==> config.mk <==
export PLATFORM = sky130hd
export DESIGN_NAME = pipe_ctrl_chain_flat
export DESIGN_NICKNAME = d
export VERILOG_FILES = /design/src/rtl/pipe_ctrl_chain_if.sv /design/src/rtl/pipe_ctrl_chain.sv /design/src/flat_wrapper.sv
export SDC_FILE = /design/constraint.sdc
export NUM_CORES = 1
export LEC_CHECK = 0
export ABC_AREA = 1
export CORE_MARGIN = 1.5
export CORE_UTILIZATION = 52
export CTS_CLUSTER_DIAMETER = 80
export DETAILED_ROUTE_END_ITERATION = 6
export PLACE_DENSITY = 0.93
export SYNTH_ARGS = -nofsm -noshare
export SYNTH_HDL_FRONTEND = slang
export SYNTH_SLANG_ARGS = --single-unit
==> constraint.sdc <==
create_clock -name clk -period 2.6 [get_ports clk]
set_clock_uncertainty 0.1 [all_clocks]
set_input_delay 0.52 -clock clk [delete_from_list [all_inputs] [get_ports clk]]
set_output_delay 0.52 -clock clk [all_outputs]
set_load 0.005 [all_outputs]
Fig. 1: gate families picked out
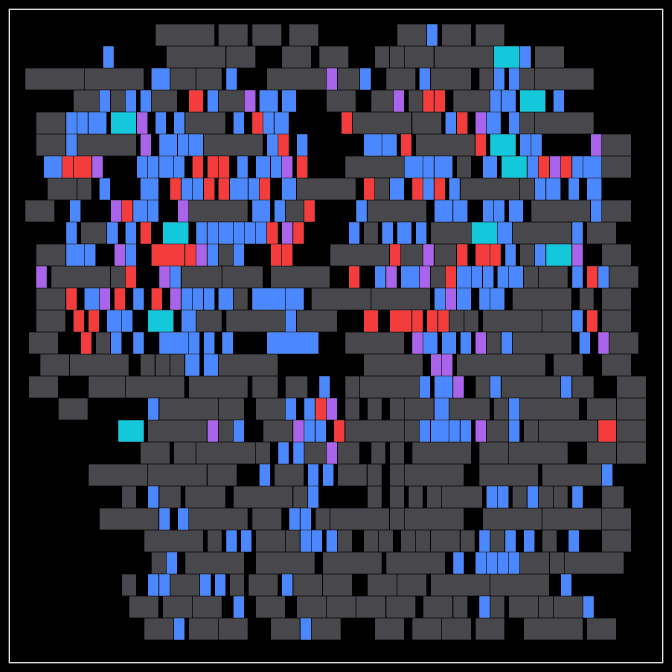
Key: xor and xnor cells = cyan [cells 10]; nand cells = blue [cells 203, where spread over the die]; nor cells = red [cells 56]; inv cells = purple [cells 35]
most used logic cell in the final layout: sky130_fd_sc_hd__nand2_1
combinational fraction of the cell area: 38.1%
non-filler cells, final: 631

Fig. 2: clock wires, drivers and flops
Scale bar: 20 um.
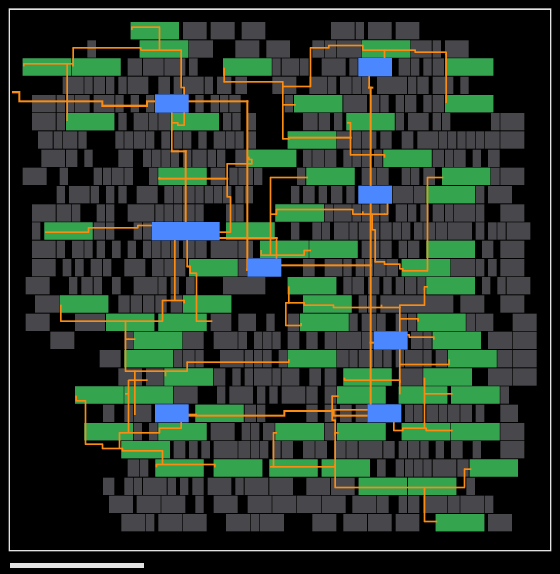
Key: flip-flops = green [count 65]; clock-net drivers = blue [count 9]; clock wires = orange [length 827 um]
There are 10 routed clock nets. Position of the flops: spread over the die.
clock-net power: 885 uW
clock network power share: 44.3%
clock latency on the worst-skew pair: 350 ps

Fig. 3: where the registers sit
Scale bar: 20 um. Other sequential cells in the stronger gray, the rest of the logic in the fainter gray.
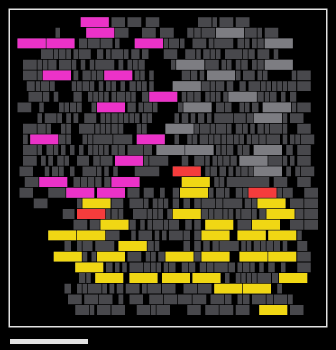
Key: u_core.bus.stage_valid = red [placed flops 3]; u_core.ctrl_q = yellow [placed flops 30]; u_core.bus.bubble_cnt = magenta [placed flops 16]
Another 16 sequential cells are not colored.
post-layout util: 72.9%
power consumed by sequential cells: 1000 uW
FF/Latch Area: 1300 um^2
share of the final layout cell area in sequential cells: 30.5%

==> CHANGELOG.md <==
### Physical design

- Result of the run: finished clean
- Wire length of the first global-routing pass: 14.0 mm
- Worst Hold Class: reg -> reg
- Power per standard cell area: 469 nW/um^2
- Routed Antenna Nets: 0
- Max stage delay on crit path: 500 ps
- Synthesized Nets: 484
- Global route overflow: 0
- Maximum number of pins on one net before global-route repair: 24
- Dominant cell by count in the synthesized netlist: sky130_fd_sc_hd__nand2_1
- Cell with the largest stage delay on the worst path: sky130_fd_sc_hd__clkdlybuf4s50_1
- Actual transition at the worst max-transition pin: 437 ps
- Average via count per standard cell: 5.39
- Standard-cell rows: 28
- Floorplan die area: 6500 um^2
- Die width: 80.6 um
- Critical Setup Path Class: in -> out
- Weighted congestion at the end of routability-driven global placement: 0.925
- Share of post-route cells with drive strength above 1: 7.73%
- Final number of hold-violating endpoints: 0
- Via count of the first global-routing pass: 3156
- Worst VDD drop: 0.320 mV
- Largest type area fraction: 41.6%
- Count of buffering cells on the critical path with inverters included: 3
- Count of vias placed by the detailed router: 3400
- Cell total in the yosys stat output: 462
- Register-to-Register Setup Slack: 560 ps
- HPWL Detailed: 6.23 mm
- Instance count along the most critical hold path: 2
- Floorplan die height: 80.6 um
- Post-CTS clock slew at the launch and capture registers of the worst setup and hold paths: 80 ps
- Flip-flop count of the largest register after layout: 30
- Share of the yosys chip area belonging to registers: 41.6%
- Crit path DAT: 1800 ps
- Levels on crit path: 5
- Area of the core: 5850 um^2
- Drt drc: 0
- I/O pins: 86
- CTS tree: done
- Tool warnings: 26
- Worst slew slack as a fraction of its limit: 70.8%
- Number of buffers between clock root and the deepest sink: 2
- Power, Total: 2000 uW
- Critical Path Sink Type: output port
- Final worst-path cycle share: 93.0%
- Detailed-routing iteration count for the pre-antenna-repair pass: 5
- Area figure in the yosys stat output: 3130 um^2
- Root buffer cell: sky130_fd_sc_hd__clkbuf_8
- Count of flip-flops with a built-in enable after synthesis: 0
- Top cells by area: sky130_fd_sc_hd__dfxtp_1 42%, sky130_fd_sc_hd__nand2_1 18%, sky130_fd_sc_hd__a21oi_1 8.2%
- Syn avg cell area: 6.78 um^2
- Number of levels the H-tree was split into: 3
- Static leakage: 0.00147 uW
- Critical path's top delay family: buffers and inverters
- Ant. Diodes: 0
- Achievable frequency: 0.414 GHz
- GR Util All Layers: 27.7%
- Top cells by instance count after synthesis: 150 x sky130_fd_sc_hd__nand2_1, 65 x sky130_fd_sc_hd__dfxtp_1, 51 x sky130_fd_sc_hd__a21oi_1, 49 x sky130_fd_sc_hd__nor2_1, 34 x sky130_fd_sc_hd__inv_1
- Setup fix buffers added after clock tree synthesis: 0
- Effective utilization at floorplan: 53.5%
- Initial DRC Count: 255
- Number of placed instances with taps included: 615
- Worst-case reg-to-reg path depth: 8
- Fillcell total: 444
- Synthesized flop and latch total: 65
- Number of different library cells in the post-synthesis netlist: 26
- Critical Path Fanout Max: 2
- Routed wire length: 8.86 mm
- Count of maximum capacitance violations: 0
- Clock period minus final worst setup slack: 2420 ps
- Area of the mapped netlist: 3130 um^2
- Area leader, netlist: sky130_fd_sc_hd__dfxtp_1
- Antenna violations before repair: 0
- Fraction of registers with async set/reset: 0%
- Cell occurring most often along the worst timing path: sky130_fd_sc_hd__clkdlybuf4s50_1
- Hold-fix buffer count after cts: 0
- Required time of the critical path: 1980 ps
- Mapped Cells: 462
- Relative area change from synthesis to final layout: 36.2%
- Number of pins with negative max-slew slack in the final report: 0
- Clock buffer count from CTS: 9
- Fin Hold WS: 368 ps
- Nets: 573
- Number of I/O port buffers: 85
- Top FF cell, synth: sky130_fd_sc_hd__dfxtp_1
- Crit path cell chain: clkdlybuf4s50_1 -> nor2_2 -> nand2_1 -> inv_1 -> clkdlybuf4s50_1
- Unrepaired setup endpoints after global routing: no
- CTS-repair resized insts: 0
- Final setup violation count: 0
- Mean routed wirelength per cell: 14.0 um
- Clock sink total: 65
- Critical path launch point type: input port
- Setup TNS after final layout: 0 ps
- Yosys warning count: 0
==> per-stage QoR <==
step           setup slack, ps  area (um^2)
2_1_floorplan              957         3130
3_3_place_gp               194         4060
3_5_place_dp               190         4060
4_1_cts                    180         4260
5_1_grt                    114         4260
6_report                   183         4260
==> cell usage in the layout (no fill, tap or decap) <==
master / Yosys / final
sky130_fd_sc_hd__clkbuf_8: 0 / 9
sky130_fd_sc_hd__nor3b_1: 1 / 1
sky130_fd_sc_hd__dfxtp_1: 65 / 65
sky130_fd_sc_hd__nand2_4: 1 / 1
sky130_fd_sc_hd__nand3_4: 1 / 1
sky130_fd_sc_hd__inv_2: 1 / 1
sky130_fd_sc_hd__buf_4: 1 / 8
sky130_fd_sc_hd__nand3_1: 32 / 32
sky130_fd_sc_hd__nand3_2: 1 / 1
sky130_fd_sc_hd__nand2_1: 150 / 150
sky130_fd_sc_hd__inv_1: 34 / 34
sky130_fd_sc_hd__a31oi_1: 1 / 1
sky130_fd_sc_hd__nor2_2: 2 / 2
sky130_fd_sc_hd__a21oi_1: 51 / 51
sky130_fd_sc_hd__ha_1: 2 / 2
sky130_fd_sc_hd__clkdlybuf4s50_1: 0 / 85
sky130_fd_sc_hd__inv_6: 0 / 2
sky130_fd_sc_hd__xor2_1: 4 / 4
sky130_fd_sc_hd__a21oi_2: 7 / 7
sky130_fd_sc_hd__o21ai_0: 17 / 17
sky130_fd_sc_hd__clkinvlp_4: 0 / 4
sky130_fd_sc_hd__nor2_4: 1 / 1
sky130_fd_sc_hd__xnor2_1: 6 / 6
sky130_fd_sc_hd__nor3_1: 3 / 3
sky130_fd_sc_hd__nand2_2: 5 / 5
sky130_fd_sc_hd__nand4_1: 13 / 13
sky130_fd_sc_hd__bufinv_16: 0 / 1
sky130_fd_sc_hd__nor2_1: 49 / 49
==> area by class of cell <==
type | count | area [um^2] | area share, %
multi-input cells | 347 | 1630 | 38.1
flip-flops and latches | 65 | 1300 | 30.5
clock inverters | 7 | 77.6 | 1.82
inverters | 35 | 131 | 3.08
repair buffers | 93 | 911 | 21.4
well taps | 75 | 93.8 | 2.20
clock buffers | 9 | 124 | 2.90
==> logic make-up (layout without fill, tap and decap cells) <==
group                      count (synthesis)  after routing  share of synthesized area (%)
and+or+nand+nor                          259            259                           35.3
AOI/OAI and AO/OA                         76             76                           13.0
DFF                                       65             65                           41.6
buffers and inverters                     50            144                           6.55
xor gates and xnor gates                  10             10                           2.80
adders and majority gates                  2              2                          0.799
==> worst register-to-register path: cells and delay by family, from the launching register on <==
family | cells | cell delay [ps]
adders and majority gates | 1 | 220
and+or+nand+nor | 5 | 860
buffers and inverters | 1 | 130
DFF | 1 | 430
AOI/OAI and AO/OA | 1 | 210
==> where the power goes <==
| part | total [uW] | leakage [uW] | switching (uW) | internal [uW] |
|---|---|---|---|---|
| registers | 1000 | 0.000524 | 5.00 | 998 |
| logic | 112 | 0.000856 | 63.5 | 48.4 |
| clock network | 885 | 0.0000885 | 437 | 449 |
==> layer usage <==
metal	share of wire (%)	global-route usage, %	vias up
met5	0	0	-
met4	2.4	13.6	0
met3	7.1	5.45	24
met2	48	46.4	145
met1	42	33.7	1555
li1	-	-	1676
No activity file was given, so power comes from the tool's default toggle rates.
